==> run_1/met1.png <==
Supply wires on this layer in gray.
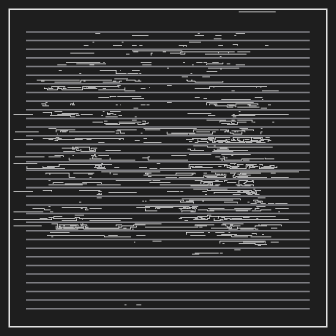
==> run_1/met2.png <==
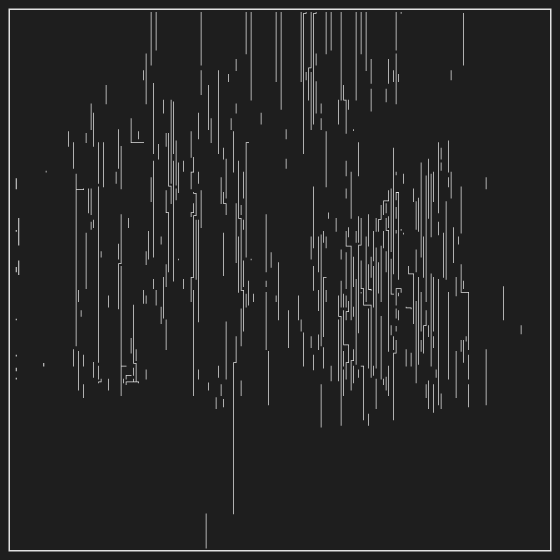
==> run_1/met3.png <==
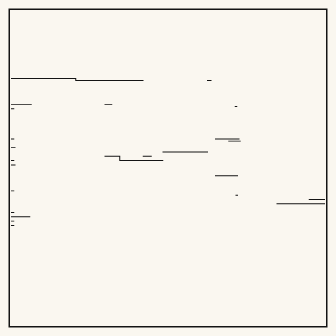
==> run_1/final_clocks.png <==
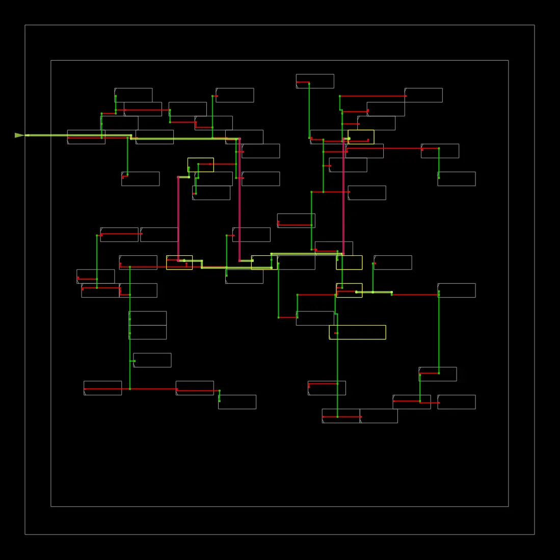
Design seg7_scan_ctrl, sky130hd; sources not shown.
==> flow_summary.json, run 1 <==
{
  "drt_pre_antenna_iters": 4,
  "cts_max_level": 2,
  "placed_area_um2": 2420,
  "antenna-diode-count": 0,
  "reg2reg_slack_ns": 0.58,
  "crit_cells": 9,
  "comb_cells": 159,
  "non_clock_buffer_area_share": 0.136,
  "yosys.area_share.simple": 0.284,
  "synth-warning-count": 0,
  "total_leakage_power_nw": 0.962,
  "layout.cells.most_common_list": "dfxtp_1, nor2_1, clkdlybuf4s50_1",
  "clk-power_w": 0.000459,
  "synthAoiAreaFrac": 0.0495,
  "synthTopCellsByArea": "dfxtp_1, nor2_1, nand2_1, mux2i_1, xnor2_1",
  "uppermost_signal_routing_layer_after_detailed_routing": "met4",
  "synth_xor_xnor_area_share": 0.0702,
  "met3RoutedLength_um": 138,
  "intPower_w": 0.000942,
  "cts_setup_buffers": 0,
  "reg2regPathDepth": 9,
  "ctsLongestPathBuffers": 2,
  "logic_share_of_the_area": 0.369,
  "grt_overflow": 0,
  "status": "finished clean",
  "grt_start_max_net_pins": 21,
  "drc": 0,
  "ys_seq_elements": 50,
  "cts.sink_count": 50,
  "clock_transition_at_path_regs_ns": 0.09,
  "grt_antenna_before_repair": 0,
  "max_cap_violations": 0,
  "final-instance-count-excl-fill": 357,
  "postSynthNetCount": 244
}
## Picture notes: met1.png
main direction: horizontal
longest straight run: 27.6 µm
Final Routed Wirelength: 4.55 mm
Via Count: 1,583
met1 GRT Util: 0.122

## Picture notes: met2.png
nets with wire on the layer: 223
main direction: vertical
longest straight run: 32.3 µm
share of all routed wire: 47%
GR Layer Usage met2: 0.151

## Picture notes: met3.png
main direction: horizontal
longest straight run: 21.2 µm
share of all routed wire: 3.0%
GRT met3 Usage: 0.0238

## Picture notes: final_clocks.png
total clock buffers created by CTS: 5
count of clock buffers in the final design: 6
Worst-Skew Late Latency: 0.30 ns

==> run 1: cell usage after synthesis <==
cell type and count:
nor2b_2 1, o211ai_1 1, nor4_4 1, and2_1 1
a21o_1 1, and4b_1 1, mux2i_1 9, or4_4 1
inv_1 4, buf_6 1, and3_1 3, a21oi_1 14
dfxtp_1 50, xnor2_1 10, nand2b_1 3, nor3_1 10
a21o_2 1, clkbuf_1 3, buf_1 1, or3b_1 1
nor3b_1 2, nor2b_1 2, nand3_1 10, nand4_1 4
nor4_2 1, nor4b_1 1, and4_2 1, nand4b_1 1
nor2_1 34, or4b_1 1, nand2_1 32, ha_1 3
and3_2 1, nor4_1 1, xor2_1 6, o21ai_0 1
buf_2 4
==> run_1/wire_density.png <==
Scale bar: 20 µm. 20 x 20 tiles, from dark purple (low) to yellow (high), scaled to the fullest tile. Values are wire area over tile area, all layers added.
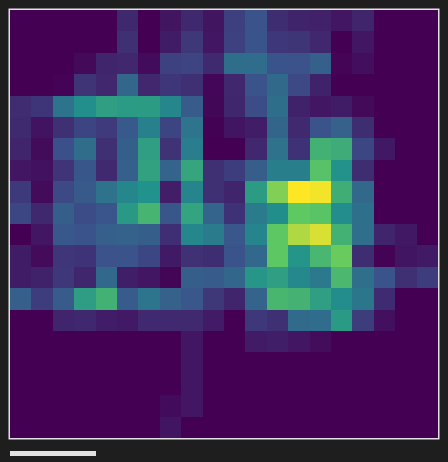

==> run 2, diff against run 1 <==
==> constraint.sdc (replaced) <==
create_clock -name clk -period 2.4 [get_ports clk]
set_clock_uncertainty 0.2 [all_clocks]
set_input_delay 0.48 -clock clk [delete_from_list [all_inputs] [get_ports clk]]
set_output_delay 0.48 -clock clk [all_outputs]
set_load 0.01 [all_outputs]
==> run_2/wire_density.png <==
Scale bar: 20 µm. 20 x 20 tiles, from dark purple (low) to yellow (high), scaled to the fullest tile. Values are wire area over tile area, all layers added.
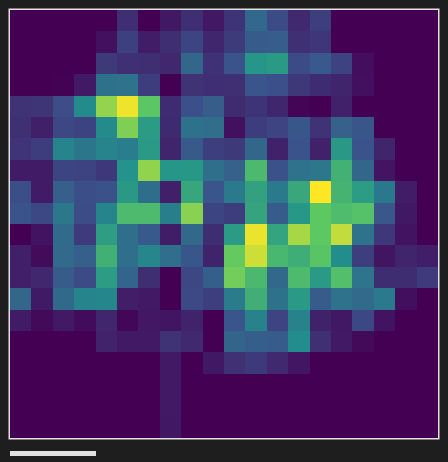
densest ninth of the die: center
mean over tiles: 0.074
tiles over half the peak: 13%
Final Routed Wirelength: 4.74 mm
average detailed-routed wire length per instance: 12.6 µm
Via Count: 1,621
total track usage: 0.104

==> run_2/final_clocks.png <==
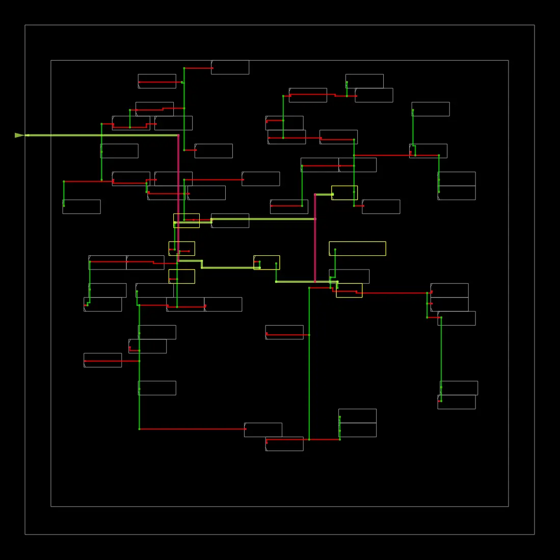
Worst-Skew Late Latency: 0.29 ns
Power Clock: 0.000599 W
number of clock sinks seen by CTS: 50
number of sequential storage elements: 50

==> run 2 against run 1 <==
Worst hold slack improved by 0.0065 ns. Global-route usage grew 0.82 points. Via count up 2.4%. First-iteration DRC count grew 40%. Area after synthesis unchanged. Fmax is 7.6% higher. Power rose by 32%. Critical path type unchanged. Critical endpoint is now bcd_out[1]$_SDFF_PP0_. Largest cell class unchanged.
==> flow_summary.json, run 2 <==
{
  "grt_antenna_before_repair": 0,
  "total_leakage_power_nw": 1.06,
  "comb_cells": 159,
  "layout.cells.most_common_list": "dfxtp_1, nor2_1, clkdlybuf4s50_1",
  "non_clock_buffer_area_share": 0.180,
  "cts_buffers": 5,
  "synthTopCellsByArea": "dfxtp_1, nor2_1, nand2_1, mux2i_1, xnor2_1",
  "met3RoutedLength_um": 154,
  "synth.top_cells.by_count": "dfxtp_1, nor2_1, nand2_1",
  "cts_max_level": 2,
  "synthAoiAreaFrac": 0.0495,
  "synth-edff-count": 0,
  "final_antenna_net_count": 0,
  "postSynthNetCount": 244,
  "synth-warning-count": 0,
  "reg2regPathDepth": 11,
  "drt_pre_antenna_iters": 4,
  "uppermost_signal_routing_layer_after_detailed_routing": "met4",
  "intPower_w": 0.00124,
  "grt_overflow": 0,
  "synth.most_common_cell": "dfxtp_1",
  "status": "finished clean",
  "ff_type": "dfxtp_1",
  "ctsLongestPathBuffers": 2,
  "logic_share_of_the_area": 0.352,
  "synth_xor_xnor_area_share": 0.0702,
  "antenna-diode-count": 0,
  "reg2reg_slack_ns": 0.007,
  "drc": 0,
  "clock_transition_at_path_regs_ns": 0.09,
  "clockBufferCount": 6
}
==> run 2: worst max-delay path, delay by kind of cell (launching register included) <==
| family | cells | cell delay (ns) |
|---|---|---|
| flip-flops | 1 | 0.33 |
| AND-OR/OR-AND | 1 | 0.05 |
| multiplexers | 1 | 0.15 |
| buffers and inverters | 2 | 0.25 |
| AND/OR/NAND/NOR | 6 | 1.16 |
| adder cells (fa/ha/maj) | 1 | 0.13 |
==> run 2: routing by layer <==
layer | vias to the layer above | track usage
li1 | 847 | -
met1 | 739 | 0.134
met2 | 26 | 0.173
met3 | 9 | 0.0238
met4 | 0 | 0.0294
met5 | - | 0
==> run 2: repair_timing <==
item                                    CTS  global route
setup buffers                             0             0
endpoints found under the setup margin    4            17
gates resized                             1             4
pin swaps                                 0             1
Power is estimated from default activity; no workload was simulated.
